File: config.mk
export PLATFORM = sky130hd
export DESIGN_NAME = friscv_apb_arbiter
export DESIGN_NICKNAME = d
export VERILOG_FILES = /design/src/rtl/friscv_apb_arbiter.sv
export SDC_FILE = /design/constraint.sdc
export NUM_CORES = 1
export LEC_CHECK = 0
export CAP_MARGIN = 20
export CORE_ASPECT_RATIO = 1.25
export CORE_UTILIZATION = 40
export DETAILED_ROUTE_END_ITERATION = 7
export PLACE_DENSITY = 0.95
export SETUP_SLACK_MARGIN = 0.3
export SYNTH_ARGS = -nofsm -noshare
export SYNTH_HDL_FRONTEND = slang
export SYNTH_SLANG_ARGS = --single-unit
File: constraint.sdc
create_clock -name aclk -period 4.8 [get_ports aclk]
set_input_delay 0.48 -clock aclk [delete_from_list [all_inputs] [get_ports aclk]]
set_output_delay 0.48 -clock aclk [all_outputs]
set_load 0.02 [all_outputs]
File: src/rtl/friscv_apb_arbiter.sv
// Round-robin arbiter that shares the interconnect's APB master port between NREQ requesters.
// One access is in flight at a time. Every access is followed by one idle cycle, and the
// wait for mst_ready is bounded by a timeout.
module friscv_apb_arbiter #(
  parameter int unsigned     NREQ    = 2,
  parameter int unsigned     ADDRW   = 16,
  parameter int unsigned     XLEN    = 32,
  parameter int unsigned     TIMEOUT = 255,
  parameter logic [XLEN-1:0] ERRDATA = 32'hDEADBEEF
) (
  input  logic                   aclk,
  input  logic                   aresetn,
  input  logic                   srst,
  input  logic [NREQ-1:0]        req_en,
  input  logic [NREQ-1:0]        req_wr,
  input  logic [NREQ*ADDRW-1:0]  req_addr,
  input  logic [NREQ*XLEN-1:0]   req_wdata,
  input  logic [NREQ*XLEN/8-1:0] req_strb,
  output logic [XLEN-1:0]        req_rdata,
  output logic [NREQ-1:0]        req_ready,
  output logic [NREQ-1:0]        req_err,
  output logic                   mst_en,
  output logic                   mst_wr,
  output logic [ADDRW-1:0]       mst_addr,
  output logic [XLEN-1:0]        mst_wdata,
  output logic [XLEN/8-1:0]      mst_strb,
  input  logic [XLEN-1:0]        mst_rdata,
  input  logic                   mst_ready
);

  localparam int unsigned STRBW = XLEN / 8;
  localparam int unsigned IDXW  = (NREQ > 1) ? $clog2(NREQ) : 1;
  localparam int unsigned TMRW  = (TIMEOUT > 0) ? $clog2(TIMEOUT + 1) : 1;
  localparam logic [TMRW-1:0] TMR_LAST = (TIMEOUT > 0) ? TMRW'(TIMEOUT - 1) : '0;

  typedef enum logic [1:0] {
    S_IDLE    = 2'd0,
    S_BUSY    = 2'd1,
    S_RELEASE = 2'd2
  } state_t;

  state_t            state_q;
  logic [IDXW-1:0]   ptr_q;
  logic [IDXW-1:0]   gnt_q;
  logic [TMRW-1:0]   timer_q;
  logic              mst_en_q;
  logic              mst_wr_q;
  logic [ADDRW-1:0]  mst_addr_q;
  logic [XLEN-1:0]   mst_wdata_q;
  logic [STRBW-1:0]  mst_strb_q;

  logic [IDXW-1:0]   gnt_d;
  logic [IDXW-1:0]   ptr_d;
  logic              expire_c;

  logic [ADDRW-1:0]  addr_a  [NREQ];
  logic [XLEN-1:0]   wdata_a [NREQ];
  logic [STRBW-1:0]  strb_a  [NREQ];

  // Split the flat requester buses into per-requester slices
  for (genvar gi = 0; gi < NREQ; gi++) begin : g_slice
    assign addr_a[gi]  = req_addr[gi*ADDRW +: ADDRW];
    assign wdata_a[gi] = req_wdata[gi*XLEN +: XLEN];
    assign strb_a[gi]  = req_strb[gi*STRBW +: STRBW];
  end

  // First active request at or above ptr, wrapping at NREQ
  function automatic logic [IDXW-1:0] rr_pick(input logic [NREQ-1:0] en,
                                               input logic [IDXW-1:0] ptr);
    logic [IDXW-1:0] sel;
    logic            found;
    int unsigned     idx;
    sel   = '0;
    found = 1'b0;
    for (int unsigned k = 0; k < NREQ; k++) begin
      idx = 32'(ptr) + k;
      if (idx >= NREQ) idx = idx - NREQ;
      if (!found && en[idx[IDXW-1:0]]) begin
        found = 1'b1;
        sel   = idx[IDXW-1:0];
      end
    end
    return sel;
  endfunction

  assign gnt_d    = rr_pick(req_en, ptr_q);
  assign ptr_d    = (gnt_q == IDXW'(NREQ - 1)) ? '0 : gnt_q + IDXW'(1);
  assign expire_c = (TIMEOUT != 0) && (state_q == S_BUSY) && (timer_q == TMR_LAST) && !mst_ready;

  // Arbitration FSM, latched master-side payload and access timer
  always_ff @(posedge aclk or negedge aresetn) begin
    if (!aresetn) begin
      state_q     <= S_IDLE;
      ptr_q       <= '0;
      gnt_q       <= '0;
      timer_q     <= '0;
      mst_en_q    <= 1'b0;
      mst_wr_q    <= 1'b0;
      mst_addr_q  <= '0;
      mst_wdata_q <= '0;
      mst_strb_q  <= '0;
    end else if (srst) begin
      state_q     <= S_IDLE;
      ptr_q       <= '0;
      gnt_q       <= '0;
      timer_q     <= '0;
      mst_en_q    <= 1'b0;
      mst_wr_q    <= 1'b0;
      mst_addr_q  <= '0;
      mst_wdata_q <= '0;
      mst_strb_q  <= '0;
    end else begin
      case (state_q)
        S_IDLE: begin
          if (|req_en) begin
            gnt_q       <= gnt_d;
            mst_en_q    <= 1'b1;
            mst_wr_q    <= req_wr[gnt_d];
            mst_addr_q  <= addr_a[gnt_d];
            mst_wdata_q <= wdata_a[gnt_d];
            mst_strb_q  <= strb_a[gnt_d];
            timer_q     <= '0;
            state_q     <= S_BUSY;
          end
        end
        S_BUSY: begin
          if (mst_ready || expire_c) begin
            mst_en_q <= 1'b0;
            ptr_q    <= ptr_d;
            state_q  <= S_RELEASE;
          end else if (timer_q != '1) begin
            timer_q <= timer_q + TMRW'(1);
          end
        end
        S_RELEASE: begin
          state_q <= S_IDLE;
        end
        default: begin
          state_q <= S_IDLE;
        end
      endcase
    end
  end

  // Completion / timeout response routed to the granted requester only
  always_comb begin
    req_ready = '0;
    req_err   = '0;
    req_rdata = '0;
    if ((state_q == S_BUSY) && !srst) begin
      if (mst_ready) begin
        req_ready[gnt_q] = 1'b1;
        req_rdata        = mst_rdata;
      end else if (expire_c) begin
        req_ready[gnt_q] = 1'b1;
        req_err[gnt_q]   = 1'b1;
        req_rdata        = ERRDATA;
      end
    end
  end

  assign mst_en    = mst_en_q;
  assign mst_wr    = mst_wr_q;
  assign mst_addr  = mst_addr_q;
  assign mst_wdata = mst_wdata_q;
  assign mst_strb  = mst_strb_q;

endmodule

==> qor.csv, run 1 <==
stage,metric,value,unit
outcome,status,"finished, final reports clean",
setup_path,critPathLaunchType,flop,
global_route,grt_max_degree,73,
setup_path,crit_path_max_fanout,25,
yosys,synthCells,399,
setup_path,cp.arrival,2380,ps
yosys,syn_area,3680,um2
pwr,power,0.00165,W
global_route,grt_pass1_wl,17.5,mm
place,globalplace.congestion,0.879,
pwr,power.switching,0.000493,W
cells_and_area,nNonClkInverters,32,
routing,top_layer_used,met4,
cells_and_area,buffers,241,
worst_hold_path,hold_class,in2async,
setup_path,worstSetupEndpointType,primary output,
cells_and_area,final_cell_count_no_fill,741,
yosys,topCombFamilyByArea,AND-OR/OR-AND gates,
cells_and_area,largest_cell_class,buffers,
pwr,ir_drop,0.171,mV
pwr,p_clk_share,28.7,%
routing,vias_per_cell,5.17,
final_timing,rsz0062_at_grt,false,
clocking,path_clk_slew,70,ps
## run 1: synth_stat cells, types with 2 or more instances
master    instances
buf_2             8
o311ai_0          2
a31oi_1           4
clkbuf_1         21
mux2i_1          53
o21ai_0           7
nand2_1          12
or3_1             3
buf_1             5
nand3_1           5
nand4_1           3
inv_1            32
dfrtp_1          66
o211ai_1          2
nor2_1           59
ha_1              2
and3_1            9
or4_1             3
a211oi_1         54
o21ai_1           2
nor4_1            3
nor3_1            3
a21oi_1          28
## run 1: worst max-delay path by stage
stage                from       endpoint  cells after the start
3_5_place_dp         srst     req_err[1]                      4
3_3_place_gp         srst     req_err[1]                      4
4_1_cts              srst     req_err[1]                      4
6_report       timer_q[0]  req_rdata[19]                      7
5_1_grt        timer_q[0]  req_rdata[19]                      7
2_1_floorplan        srst  req_rdata[21]                      5
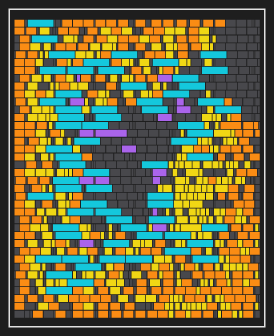
Run 1: cell classes on the final placement
Fill, decap, tap and diode cells in gray.
flops -> cyan  # cells 66, share of their area 27%
clock drivers and dummy loads -> purple  # cells 16, share of their area 3.3%
other buffers and delay cells -> orange  # cells 241, share of their area 39%
combinational and other logic -> yellow  # cells 298, share of their area 31%

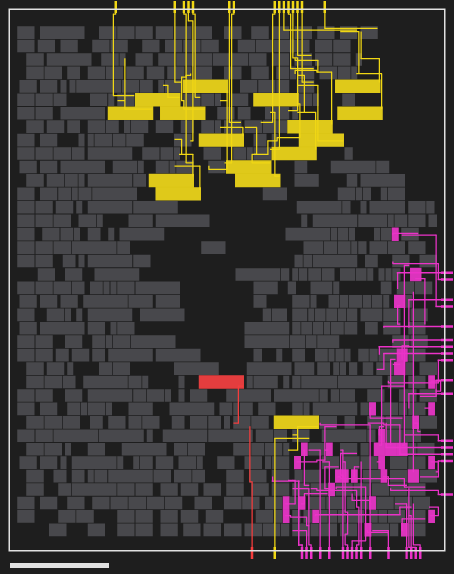
Run 1: port wiring
The bar under the picture is 20 um long.
mst_wr -> red  # direction output, edge bottom, end cells 1, buffers 1, wire 34.4 um
mst_rdata -> magenta  # direction input, edge 16 right, 16 bottom, end cells 32, buffers 32, wire 778 um
mst_addr -> yellow  # direction output, edge 15 top, 1 bottom, end cells 16, buffers 16, wire 611 um

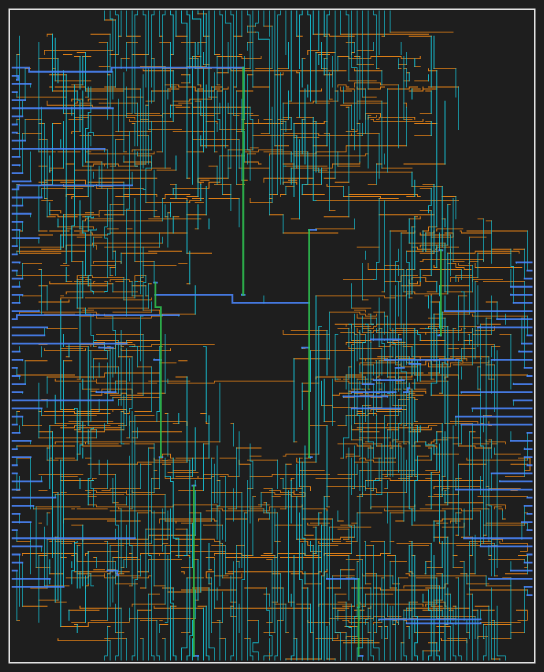
Run 1: signal wires by layer
metal 1 -> orange  # wire length 4190 um
metal 2 -> cyan  # wire length 6290 um
metal 3 -> blue  # wire length 616 um
metal 4 -> green  # wire length 162 um
vias: 3830
DR WL/cell: 15.2 um
Tot GR Track Use: 23.5%
final wirelength: 11.3 mm

Run 1, cell sizes after repair:
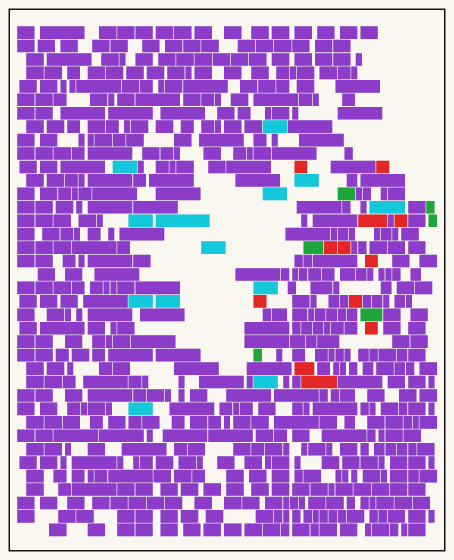

## Run 2: what changed since run 1
--- a/config.mk
+++ b/config.mk
@@ -7,9 +7,9 @@
 export LEC_CHECK = 0
 export CAP_MARGIN = 20
 export CORE_ASPECT_RATIO = 1.25
-export CORE_UTILIZATION = 40
+export CORE_UTILIZATION = 37
 export DETAILED_ROUTE_END_ITERATION = 7
-export PLACE_DENSITY = 0.95
+export PLACE_DENSITY = 0.91
 export SETUP_SLACK_MARGIN = 0.3
 export SYNTH_ARGS = -nofsm -noshare
 export SYNTH_HDL_FRONTEND = slang
==> constraint.sdc (replaced) <==
create_clock -name aclk -period 2.7 [get_ports aclk]
set_input_delay 0.27 -clock aclk [delete_from_list [all_inputs] [get_ports aclk]]
set_output_delay 0.27 -clock aclk [all_outputs]
set_load 0.02 [all_outputs]
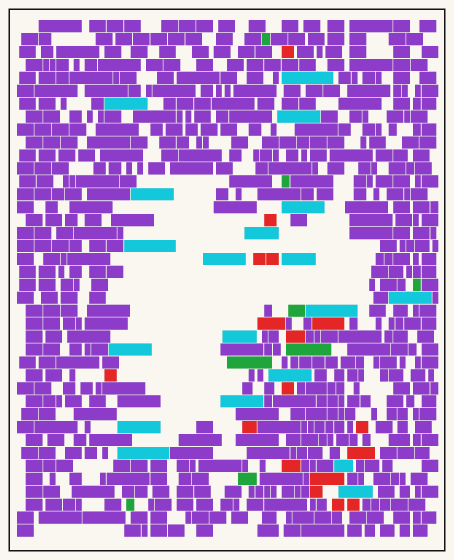
Run 2: cell sizes after repair
_6 and larger -> cyan  # cells 19, share 3.0%, most used clkbuf_16
_3 and _4 cells -> red  # cells 17, share 2.7%, most used buf_4
_0 and _1 cells -> purple  # cells 584, share 93%, most used clkdlybuf4s50_1
_2 cells -> green  # cells 8, share 1.3%
PnR worst setup slack: 345 ps
Buffers excl. clock: 248

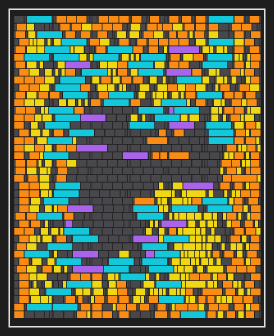
Run 2: cell classes on the final placement
Fill, decap, tap and diode cells in gray.
combinational and other logic -> yellow  # cells 298, share of their area 30%
clock drivers and dummy loads -> purple  # cells 16, share of their area 5.7%
flops -> cyan  # cells 66, share of their area 26%
other buffers and delay cells -> orange  # cells 248, share of their area 39%

==> qor.csv, run 2 <==
stage,metric,value,unit
worst_hold_path,hold_class,in2async,
yosys,synthAoiAreaFrac,18.6,%
yosys,yosysWarnings,0,
setup_path,worstSetupEndpointType,primary output,
yosys,syn_area,3680,um2
floorplan,floorplanUtilization,38.1,%
final_timing,hold_viol,18,
routing,route.vias.total,3951,
cells_and_area,largest_cell_class,buffers,
cells_and_area,nNonClkInverters,32,
final_timing,final-setup-viol-count,0,
routing,avgRoutedWirePerCell,16.3,um
cells_and_area,logic_gates,266,
yosys,synthCells,399,
global_route,track_usage,23.6,%
global_route,grt_pass1_wl,18.9,mm
clocking,path_clk_slew,60,ps
place,globalplace.congestion,0.927,
pwr,power,0.00354,W
setup_path,critPathLaunchType,flop,
pwr,p_clk_share,40.3,%
cells_and_area,areaGrowthSynthToFinish,78.6,%
clocking,htreeDepth,3,
outcome,violations,negative hold slack,
routing,vias_per_cell,5.24,
setup_path,crit_path_max_fanout,18,
cells_and_area,final_cell_count_no_fill,754,
routing,totalWireLength,12.3,mm
pwr,ir_drop,0.315,mV
yosys,yosysMostFrequentCell,dfrtp_1,
final_timing,holdWs,-15.0,ps
global_route,grt_max_degree,67,
yosys,yosys-top-cells-count,"dfrtp_1 (66), nor2_1 (59), a211oi_1 (54)",
final_timing,rsz0062_at_grt,true,
yosys,topCombFamilyByArea,AND-OR/OR-AND gates,
global_route,grt_antenna_before_repair,0,
outcome,status,finished with violations,
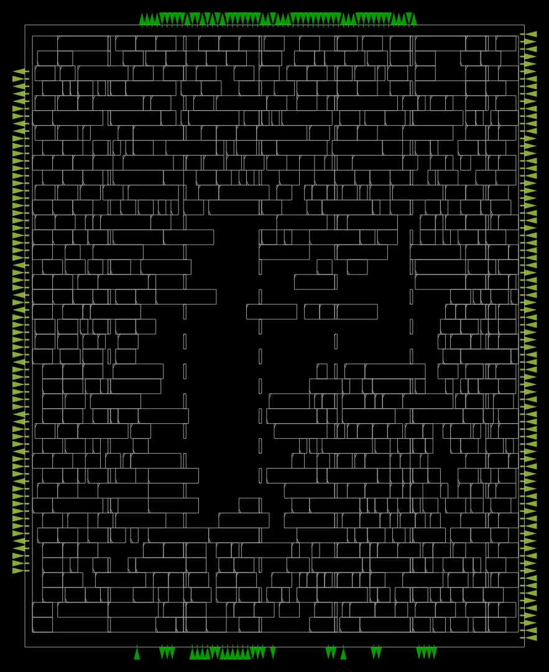
Run 2: placement view
registers: 66
filler cell count: 722
final core utilization: 68.1%
core area: 9660 um2

## run 2: kinds of logic after synthesis
logic type,count (synthesis)
simple gates,108
compound gates,102
buf+inv,67
flops,66
mux,54
fa+ha+maj,2
## run 2: how the worst max path moves through the flow
stage | start | endpoint | cells past startpoint
finish | state_q[1] | req_rdata[17] | 4
global route | timer_q[5] | req_rdata[7] | 6
CTS | timer_q[0] | req_rdata[31] | 6
detailed placement | mst_ready | req_err[1] | 4
global placement | mst_ready | req_rdata[31] | 5
floorplan | timer_q[3] | req_rdata[10] | 6
## run 2: layer usage
layer | GRT usage, % | up-vias | routed length (um)
met2 | 44.1 | 222 | 6620
li1 | - | 1875 | -
met5 | 0 | - | 0
met3 | 6.87 | 18 | 1050
met4 | 9.21 | 0 | 221
met1 | 24.9 | 1836 | 4380
Power figures rest on the tool's default switching activity, not on a simulated workload.
